===== src/rtl/led_driver.sv =====
// Four-LED output stage: per-LED static/blink/event-stretch level, gated by a global PWM duty.
// Shared timebase (us/ms ticks, blink phase, PWM counter) lives in the top; per-LED state lives in led_lane.

module led_lane #(
    parameter logic [15:0] STRETCH_LENGTH_MS = 16'd50
) (
    input  logic       clk,
    input  logic       rst_n,
    input  logic       tick_ms,
    input  logic       ev,
    input  logic [1:0] mode,
    input  logic       blink_ph,
    input  logic       pwm_on,
    output logic       led
);
    typedef enum logic [1:0] {
        M_OFF     = 2'b00,
        M_ON      = 2'b01,
        M_BLINK   = 2'b10,
        M_STRETCH = 2'b11
    } mode_e;

    logic [15:0] str_cnt;
    logic        raw;

    // Event loads regardless of mode; a reload beats a same-cycle ms tick.
    always_ff @(posedge clk) begin
        if (!rst_n)
            str_cnt <= '0;
        else if (ev)
            str_cnt <= STRETCH_LENGTH_MS;
        else if (tick_ms && str_cnt != '0)
            str_cnt <= str_cnt - 16'd1;
    end

    always_comb begin
        raw = 1'b0;
        unique case (mode_e'(mode))
            M_OFF:     raw = 1'b0;
            M_ON:      raw = 1'b1;
            M_BLINK:   raw = blink_ph;
            M_STRETCH: raw = (str_cnt != '0);
        endcase
    end

    always_ff @(posedge clk) begin
        if (!rst_n)
            led <= 1'b0;
        else
            led <= raw & pwm_on;
    end
endmodule

module led_driver #(
    parameter int          CLK_FREQ_MHZ      = 100,
    parameter logic [15:0] STRETCH_LENGTH_MS = 16'd50,
    parameter logic [15:0] BLINK_HALF_MS     = 16'd250,
    parameter int          PWM_BITS          = 4
) (
    input  logic                clk,
    input  logic                rst_n,
    input  logic [7:0]          mode_i,
    input  logic [3:0]          event_i,
    input  logic [PWM_BITS-1:0] duty_i,
    output logic [3:0]          led_o
);
    localparam int NUM_LANES = 4;
    localparam int US_W      = (CLK_FREQ_MHZ > 1) ? $clog2(CLK_FREQ_MHZ) : 1;

    logic [US_W-1:0]     us_cnt;
    logic [9:0]          ms_cnt;
    logic [15:0]         blink_cnt;
    logic                blink_ph;
    logic [PWM_BITS-1:0] pwm_cnt;
    logic                tick_us, tick_ms, pwm_on;

    assign tick_us = (us_cnt == US_W'(CLK_FREQ_MHZ - 1));
    assign tick_ms = tick_us && (ms_cnt == 10'd999);
    assign pwm_on  = (duty_i == '1) || (pwm_cnt < duty_i);

    always_ff @(posedge clk) begin
        if (!rst_n) begin
            us_cnt    <= '0;
            ms_cnt    <= '0;
            blink_cnt <= '0;
            blink_ph  <= 1'b0;
            pwm_cnt   <= '0;
        end else begin
            pwm_cnt <= pwm_cnt + 1'b1;
            us_cnt  <= tick_us ? '0 : us_cnt + 1'b1;
            if (tick_us)
                ms_cnt <= tick_ms ? 10'd0 : ms_cnt + 10'd1;
            // One shared phase keeps every blinking LED in step.
            if (tick_ms) begin
                if (blink_cnt == BLINK_HALF_MS - 16'd1) begin
                    blink_cnt <= '0;
                    blink_ph  <= ~blink_ph;
                end else begin
                    blink_cnt <= blink_cnt + 16'd1;
                end
            end
        end
    end

    for (genvar k = 0; k < NUM_LANES; k++) begin : g_lane
        led_lane #(
            .STRETCH_LENGTH_MS(STRETCH_LENGTH_MS)
        ) u_lane (
            .clk      (clk),
            .rst_n    (rst_n),
            .tick_ms  (tick_ms),
            .ev       (event_i[k]),
            .mode     (mode_i[2*k +: 2]),
            .blink_ph (blink_ph),
            .pwm_on   (pwm_on),
            .led      (led_o[k])
        );
    end
endmodule


===== config.mk =====
export PLATFORM = sky130hd
export DESIGN_NAME = led_driver
export DESIGN_NICKNAME = d
export VERILOG_FILES = /design/src/rtl/led_driver.sv
export SDC_FILE = /design/constraint.sdc
export NUM_CORES = 1
export LEC_CHECK = 0
export CORE_MARGIN = 3
export CORE_UTILIZATION = 65
export DETAILED_ROUTE_END_ITERATION = 10
export PLACE_DENSITY_LB_ADDON = 0.25
export SETUP_SLACK_MARGIN = 0.4
export SLEW_MARGIN = 20
export SYNTH_ARGS = -nofsm -noshare
export SYNTH_HDL_FRONTEND = slang
export SYNTH_SLANG_ARGS = --single-unit

===== constraint.sdc =====
create_clock -name clk -period 5.5 [get_ports clk]
set_clock_uncertainty 0.05 [all_clocks]
set_input_delay 0.825 -clock clk [delete_from_list [all_inputs] [get_ports clk]]
set_output_delay 0.825 -clock clk [all_outputs]
set_load 0.02 [all_outputs]

==> deck_impl_summary.md, run 1 <==
Flow Results at a Glance

Floorplan
  – Chip Width: 95.2 µm
  – Row Count: 31

Timing
  – TNS Setup: 0 ns
  – Worst Max-Slew Pin Slew: 0.898 ns
  – Min Tclk post-route: 3.04 ns
  – Cycle use final: 55.2%

Synthesis
  – Ys async rst share: 0%
  – Number of flops mapped to enable cells by yosys: 0
  – Post-Syn Area: 5170 µm²

Critical path
  – Kind of critical path: reg -> reg
  – R2R Setup Slk: 2.46 ns
  – Worst r2r dst: g_lane[3].u_lane.str_cnt[12]
  – Worst EP required: 5.75 ns

Drt
  – Vias: 4274
  – Antenna-violating nets left: 0
  – Routed wire per std cell: 14.5 µm

CTS
  – # hold bufs at CTS: 0

Power
  – Logic pwr share: 7.0%
  – Leakage power total: 2.00 nW
  – Sw Share: 23.9%

Worst hold path
  – Min-Delay Path Depth: 1

Status
  – Outcome: complete, no violations

Layout
  – Gate Area: 2860 µm²
[run 1: logic make-up after synthesis]
kind of cell / Yosys count / share of synthesized area (%)
AOI/OAI and AO/OA: 104 / 14.0
adders and majority gates: 12 / 2.91
buffers and inverters: 42 / 3.63
and+or+nand+nor: 257 / 26.9
DFF: 106 / 41.1
muxes: 4 / 0.799
xor gates and xnor gates: 63 / 10.7
[run 1: metrics by stage]
step / cell area, µm² / total power, mW / std cells / utilization, %
3_3_place_gp: 5410 / 0.900 / 689 / 72.3
3_5_place_dp: 5410 / 0.903 / 689 / 72.3
4_1_cts: 5620 / 1.40 / 705 / 75.1
5_1_grt: 5630 / 1.44 / 705 / 75.2
2_1_floorplan: 5170 / 0.871 / 588 / -
6_report: 5630 / 1.38 / 705 / 75.2
[run 1: power by group through the flow]
stage,clock (mW),combinational (mW),sequential [mW]
3_3_place_gp,0,0.0933,0.806
2_1_floorplan,0,0.0668,0.804
4_1_cts,0.510,0.0969,0.789
6_report,0.495,0.0971,0.790
5_1_grt,0.537,0.108,0.791
3_5_place_dp,0,0.0961,0.807
[run 1: Yosys cell counts, drive strengths merged (17+ instances only)]
cell type	n
or3	24
inv	20
dfxtp	106
o21ai	17
xnor2	32
nand3	20
nor2	77
xor2	31
nand4	17
a21oi	29
nand2	21
nor3	20
[run 1: final cells by class]
| cell class | count | area share [%] |
|---|---|---|
| multi-input cells | 440 | 50.9 |
| inverters | 20 | 1.33 |
| clock inverters | 6 | 1.29 |
| repair buffers | 24 | 4.14 |
| clock buffers | 10 | 2.45 |
| well taps | 99 | 2.20 |
| flip-flops and latches | 106 | 37.7 |
[run 1: layer usage]
layer / up-vias / track usage [%] / wire, µm / part of all wire, %
met2: 81 / 43.1 / 5030 / 49
met4: 0 / 8.65 / 199 / 2.0
met1: 2024 / 28.9 / 4620 / 45
met3: 20 / 4.89 / 352 / 3.4
li1: 2149 / - / - / -
met5: - / 0 / 0 / 0
[run 1: critical path, stage by stage, from the launching register on]
cell and delay [ns]:
dfxtp_1 0.37, ha_1 0.24, and4bb_1 0.32, and4_1 0.64, buf_4 0.39, o211ai_2 0.23
or4_2 0.57, a21oi_1 0.15
[run 1: sequential cells by signal, summed over array words and instances, names as in the netlist]
register               cells
blink_ph                   1
blink_cnt                 16
g_lane.u_lane.led          4
g_lane.u_lane.str_cnt     64
us_cnt                     7
pwm_cnt                    4
ms_cnt                    10
[run 1: how the worst max path moves through the flow]
stage	startpoint	end	slack, ns	cells after the start
detailed placement	us_cnt[0]	g_lane[3].u_lane.str_cnt[12]	2.52	7
global placement	us_cnt[0]	g_lane[3].u_lane.str_cnt[12]	2.62	7
global route	us_cnt[0]	g_lane[3].u_lane.str_cnt[12]	2.23	7
CTS	us_cnt[0]	g_lane[3].u_lane.str_cnt[12]	2.47	7
floorplan	us_cnt[0]	blink_cnt[10]	3.38	9
finish	us_cnt[0]	g_lane[3].u_lane.str_cnt[12]	2.46	7
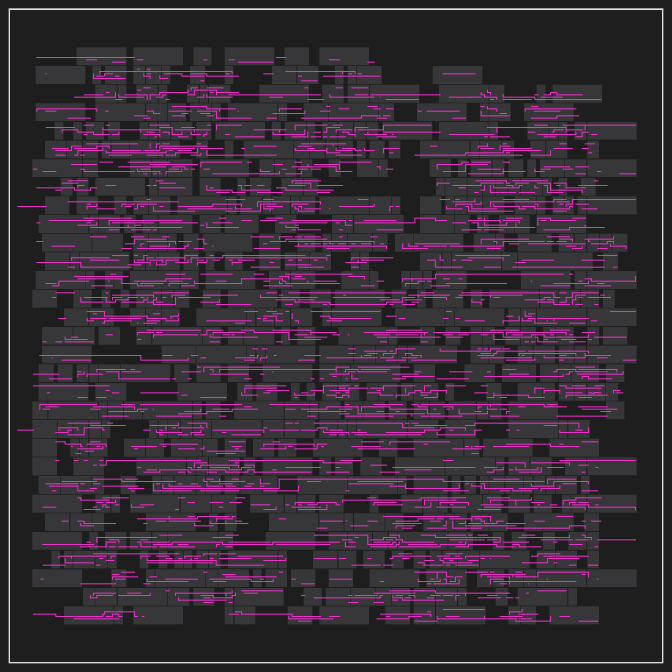
(run_1/m1.png)
Cells faint in the background.
wire length on this layer: 4620 µm
longest straight run: 23.9 µm
main direction: horizontal
share of all routed wire: 45%
nets with wire on the layer: 597

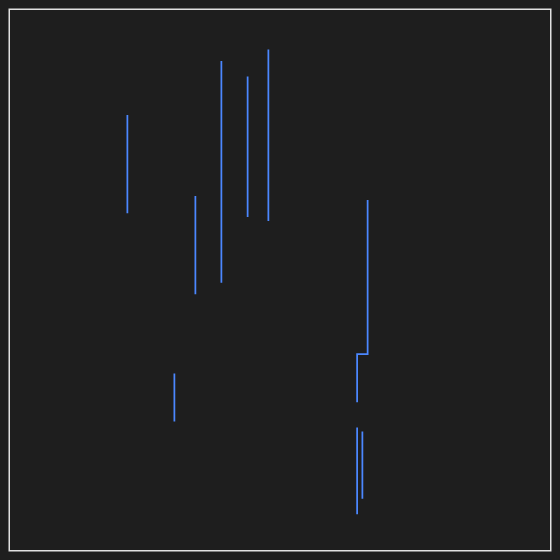
(run_1/m4.png)
share of all routed wire: 2.0%
main direction: vertical
longest straight run: 38.8 µm

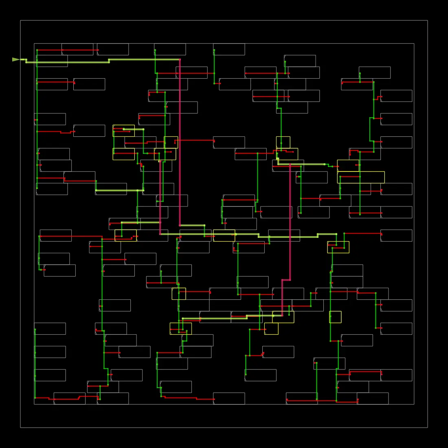
(run_1/clock_nets.png)
Clock Sinks: 106
cts bufs inserted: 9
clock buf count: 10
Worst-Skew Late Latency: 0.37 ns

==> run_1/m2.png <==
The bar under the picture is 20 µm long.
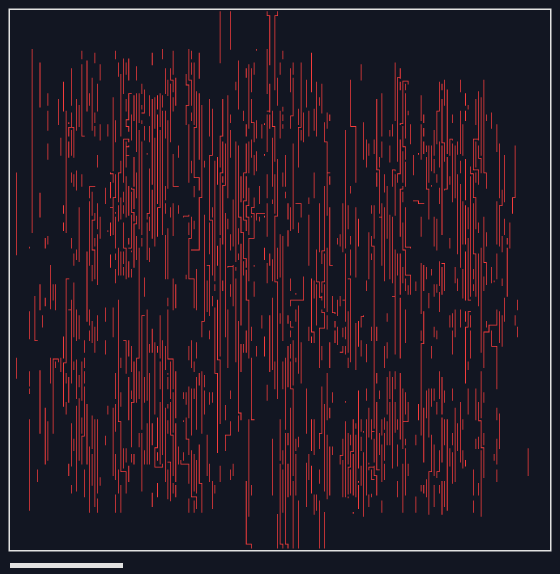

==> run 1 -> run 2 <==
Settings changed: CORE_UTILIZATION 65 to 55.
Clock period 5.5 ns to 2.5 ns, I/O delays scaled along.
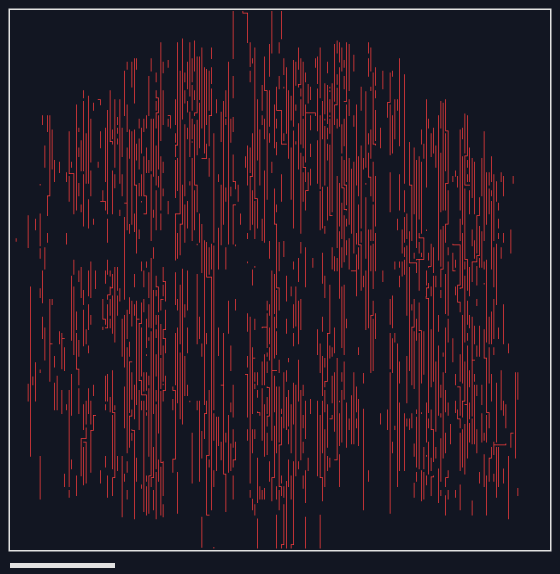
(run_2/m2.png)
The bar under the picture is 20 µm long.
main direction: vertical
share of all routed wire: 51%
nets with wire on the layer: 588

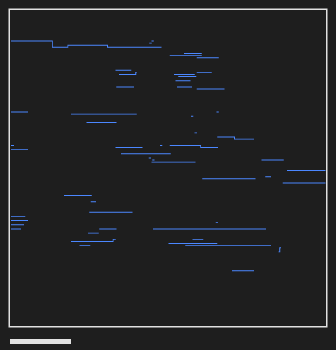
(run_2/m3.png)
The bar under the picture is 20 µm long.
share of all routed wire: 3.7%
main direction: horizontal

==> run 2 against run 1 <==
Effect of this change: via count is 5.3% higher; synthesized area unchanged; power rose by 130%; cell area is 12% higher; non-clock buffer count is 42 higher; sequential power increased by 120%; die size increased by 17%; maximum frequency rose by 44%; global-route usage fell by 2.7 points; synthesized cell count stayed put; flip-flop count unchanged; critical path type unchanged; largest cell class unchanged.
==> deck_impl_summary.md, run 2 <==
Flow Results at a Glance

Critical path
  – Worst r2r dst: g_lane[3].u_lane.str_cnt[5]
  – Kind of critical path: reg -> reg
  – R2R Setup Slk: 0.39 ns
  – Crit path launch: g_lane[3].u_lane.str_cnt[5]

Floorplan
  – Chip Width: 103 µm
  – Row Count: 34

Placement
  – DP Cell Count: 707
  – Placement-stage cell area: 5500 µm²

Synthesis
  – Synth top cell by count: dfxtp_1
  – Commonest cells post-synth: dfxtp_1, nor2_1, xnor2_1
  – Number of flops mapped to enable cells by yosys: 0
  – Ys async rst share: 0%
  – Post-Syn Area: 5170 µm²

Layout
  – Max reg flops: 64
  – Fin area: 6280 µm²
  – Final Non-Filler Cells: 756
  – Biggest regs: g_lane.u_lane.str_cnt (64), blink_cnt (16), ms_cnt (10)

CTS
  – Clock Sinks: 106
  – # hold bufs at CTS: 0

Status
  – Outcome: complete, no violations

Drt
  – Routed wire per std cell: 15.8 µm
  – Antenna-violating nets left: 0

Timing
  – Min Tclk post-route: 2.11 ns
  – Worst Max-Slew Pin Slew: 0.551 ns
  – TNS Setup: 0 ns

Power
  – Leakage power total: 2.26 nW
[run 2: cell counts after synthesis]
Identical to the previous run, type by type.
[run 2: how the worst min path moves through the flow]
stage / end / startpoint / depth (start not counted) / slack (ns)
2_1_floorplan: us_cnt[0] / us_cnt[0] / 1 / 0.37
3_3_place_gp: us_cnt[0] / us_cnt[0] / 1 / 0.38
3_5_place_dp: us_cnt[0] / us_cnt[0] / 1 / 0.39
4_1_cts: us_cnt[0] / us_cnt[0] / 1 / 0.41
5_1_grt: pwm_cnt[0] / pwm_cnt[0] / 1 / 0.44
6_report: pwm_cnt[0] / pwm_cnt[0] / 1 / 0.42
[run 2: cell families (layout without fill, tap and decap cells)]
group,after synthesis,count (layout),share of synthesized area [%]
simple gates,257,257,26.9
flops,106,106,41.1
compound gates,104,104,14.0
xor+xnor,63,63,10.7
buf+inv,42,102,3.63
fa+ha+maj,12,12,2.91
mux,4,4,0.799
[run 2: repair_timing]
item	CTS	global route
endpoints found under the hold margin	0	0
resized	30	44
pin swaps	10	15
gates cloned	0	1
setup buffers	13	19
endpoints found under the setup margin	52	64
[run 2: critical path, cell delays in order, from the launching register on]
cell and delay [ns]:
dfxtp_2 0.34, or4_4 0.57, or3_4 0.38, o21a_4 0.23, and4_1 0.19, o31a_1 0.25
[run 2: where the power goes]
| part | switching [mW] | internal, mW | total [mW] |
|---|---|---|---|
| logic | 0.147 | 0.137 | 0.284 |
| registers | 0.0257 | 1.71 | 1.74 |
| clock network | 0.589 | 0.625 | 1.21 |
[run 2: area by class of cell]
| type | count | area (µm²) |
|---|---|---|
| Clock inverter | 5 | 82.6 |
| Timing Repair Buffer | 66 | 594 |
| Tap cell | 108 | 135 |
| Clock buffer | 11 | 151 |
| Sequential cell | 106 | 2150 |
| Inverter | 20 | 75.1 |
| Multi-Input combinational cell | 440 | 3100 |
| Fill cell | 658 | 2650 |
[run 2: stage by stage]
| step | hold slack, ns | util [%] | total power, mW |
|---|---|---|---|
| 3_5_place_dp | 0.392 | 61.6 | 2.00 |
| 2_1_floorplan | 0.368 | - | 1.92 |
| 3_3_place_gp | 0.383 | 61.6 | 1.99 |
| 6_report | 0.424 | 70.3 | 3.24 |
| 5_1_grt | 0.445 | 70.3 | 3.35 |
| 4_1_cts | 0.408 | 66.8 | 3.22 |
[run 2: metal layers]
layer	GRT usage (%)	routed length, µm
met5	0	0
met2	37.0	6070
met3	4.53	446
met4	9.16	258
met1	26.1	5180
==> run 2 -> run 3 <==
Settings changed: CORE_UTILIZATION 55 to 60.
Clock period 2.5 ns to 2 ns, I/O delays scaled along.
==> run 3 against run 2 <==
Effect of this change: the flow now stops in global routing (5_1_grt); synthesized cell count unchanged; synthesized area stayed put.
==> deck_impl_summary.md, run 3 <==
Physical Implementation Snapshot

Status
  – Outcome: aborted with a tool error
  – Fail Step: global routing (5_1_grt)
  – Log Error: [ERROR GRT-0232] Routing congestion too high. Check the congestion heatmap in the GUI.

Synthesis
  – Net count after synthesis: 618
  – Synth top cell by count: dfxtp_1
  – Commonest flop: dfxtp_1
  – Post-Syn Area: 5170 µm²
  – Xor+xnor area frac: 10.7%
  – Mux area share: 0.799%
  – Ys async rst share: 0%
  – Top logic family: simple AND/OR/NAND/NOR gates
  – Yosys adder share: 2.91%
  – Simple share: 26.9%
  – Number of flops mapped to enable cells by yosys: 0
  – AO/OA Area Share: 14.0%

Placement
  – Placement-stage cell area: 6400 µm²

CTS
  – Clock Sinks: 106
  – Cts bufs inserted: 9

Floorplan
  – Row Count: 33
  – Chip Width: 98.8 µm
run 3: cell counts after synthesis:
Identical to the previous run, type by type.
run 3: repair_timing:
action,4_1_cts
setup buffers,22
hold buffers,0
pin swaps,60
gates cloned,5
resized,116
setup endpoints to repair,97
run 3: cells by family after synthesis:
logic type               Yosys count
AND-OR/OR-AND                    104
XOR/XNOR                          63
adder cells (fa/ha/maj)           12
buffers and inverters             42
flip-flops                       106
multiplexers                       4
AND/OR/NAND/NOR                  257
run 3: stage by stage:
| step | worst slack (ns) | utilization [%] | cells | TNS, ns | hold WS (ns) |
|---|---|---|---|---|---|
| after floorplan | -0.0490 | - | 588 | -0.156 | 0.366 |
| after global placement | -0.100 | 77.1 | 759 | -0.272 | 0.397 |
| after detailed placement | -0.138 | 77.1 | 759 | -0.889 | 0.406 |
| after CTS | -0.0665 | 89.5 | 802 | -0.460 | 0.427 |
run 3: metal layers:
layer  track usage, %  overflow
met1             70.9         0
met2             89.9        15
met3             49.7         0
met4             70.3         7
met5             10.8         0
==> run 3 -> run 4 <==
Settings changed: CORE_UTILIZATION 60 to 40, PLACE_DENSITY_LB_ADDON 0.25 to 0.15, SETUP_SLACK_MARGIN 0.4 to not set.
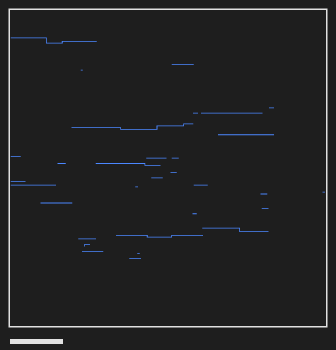
(run_4/m3.png)
The bar under the picture is 20 µm long.
longest straight run: 23.0 µm
main direction: horizontal
wire length on this layer: 314 µm

==> run 4 against run 3 <==
Effect of this change: the flow now finishes with violations (negative setup slack); synthesized area unchanged; synthesized cell count unchanged.
==> deck_impl_summary.md, run 4 <==
Flow Results at a Glance

Synthesis
  – Synth top cell by count: dfxtp_1
  – Post-Syn Area: 5170 µm²
  – Net count after synthesis: 618
  – Number of flops mapped to enable cells by yosys: 0

Critical path
  – Worst EP required: 2.18 ns
  – Worst path max stage delay: 0.56 ns
  – Delay-heaviest family, CP: simple AND/OR/NAND/NOR gates
  – Critical path's slowest cell: or4_4
  – Crit path launch: g_lane[3].u_lane.str_cnt[2]
  – Crit path cell chain: or4_4 -> or3_4 -> o211ai_4 -> buf_6 -> xor2_1 -> nor2_1

Timing
  – TNS Setup: -0.348 ns
  – Final setup margin: -0.0635 ns
  – Worst Max-Slew Pin Slew: 0.630 ns
  – # setup viols final: 9

Drt
  – Routed wire per std cell: 14.8 µm
  – M1 WL: 5790 µm
  – Routed wl met3: 313 µm

Power
  – Leakage power total: 2.65 nW

Placement
  – Worst slack, placed: -0.164 ns
  – DP Cell Count: 833

Layout
  – Most flops, register: g_lane.u_lane.str_cnt
  – Max reg flops: 64
  – Biggest regs: g_lane.u_lane.str_cnt (64), blink_cnt (16), ms_cnt (10)
  – Final core occ: 57.9%

Worst hold path
  – Hold_sp: pwm_cnt[0]

Status
  – Failing checks: negative setup slack
  – Outcome: finished with violations

Floorplan
  – Row Count: 40
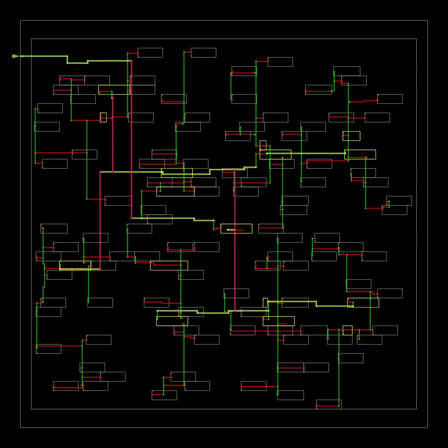
(run_4/clock_nets.png)
Worst-Skew Late Latency: 0.36 ns
clock buf count: 11
FF+latch count: 106
clock group total power: 1.91 mW

## run 4: cell counts after synthesis
No cell type changed its count.
## run 4: worst paths after layout
| check | endpoint | cells past startpoint |
|---|---|---|
| min | pwm_cnt[0] | 1 |
| max | g_lane[3].u_lane.str_cnt[7] | 6 |
| max reg2reg | g_lane[3].u_lane.str_cnt[7] | 6 |
| min reg2reg | pwm_cnt[0] | 1 |
## run 4: stage by stage
stage | cell area, µm² | hold slack (ns) | total power, mW
after floorplan | 5200 | 0.360 | 2.40
after global placement | 6110 | 0.404 | 2.55
after detailed placement | 6110 | 0.411 | 2.56
after CTS | 6590 | 0.427 | 4.49
after global routing | 7120 | 0.444 | 4.66
final | 7120 | 0.422 | 4.49
## run 4: where the power goes
group	internal, mW	switching, mW
sequential	2.14	0.0272
clock	1.13	0.785
combinational	0.207	0.200
## run 4: cell type report
type | instances | area, µm²
Tap cell | 168 | 210
Fill cell | 1080 | 5190
Timing Repair Buffer | 121 | 1080
Inverter | 20 | 75.1
Clock buffer | 11 | 243
Clock inverter | 5 | 77.6
Multi-Input combinational cell | 440 | 3300
Sequential cell | 106 | 2130
## run 4: repair_timing
action | 4_1_cts | 5_1_grt
cloned | 1 | 2
setup buffers | 8 | 11
pin swaps | 18 | 33
endpoints found under the setup margin | 45 | 75
resized | 19 | 89
hold buffers | 0 | 0
## run 4: cells by family (layout without fill, tap and decap cells)
family	after synthesis	count (layout)	synth area share (%)
AND/OR/NAND/NOR	257	257	26.9
AND-OR/OR-AND	104	104	14.0
adder cells (fa/ha/maj)	12	12	2.91
buffers and inverters	42	157	3.63
multiplexers	4	4	0.799
flip-flops	106	106	41.1
XOR/XNOR	63	63	10.7
## run 4: layer usage
layer  up-vias  GRT usage, %
met5         -             0
met4         0          6.23
met3        15          4.62
met2        48          29.0
met1      2233          20.8
li1       2342             -
Power and IR drop assume default switching activity.
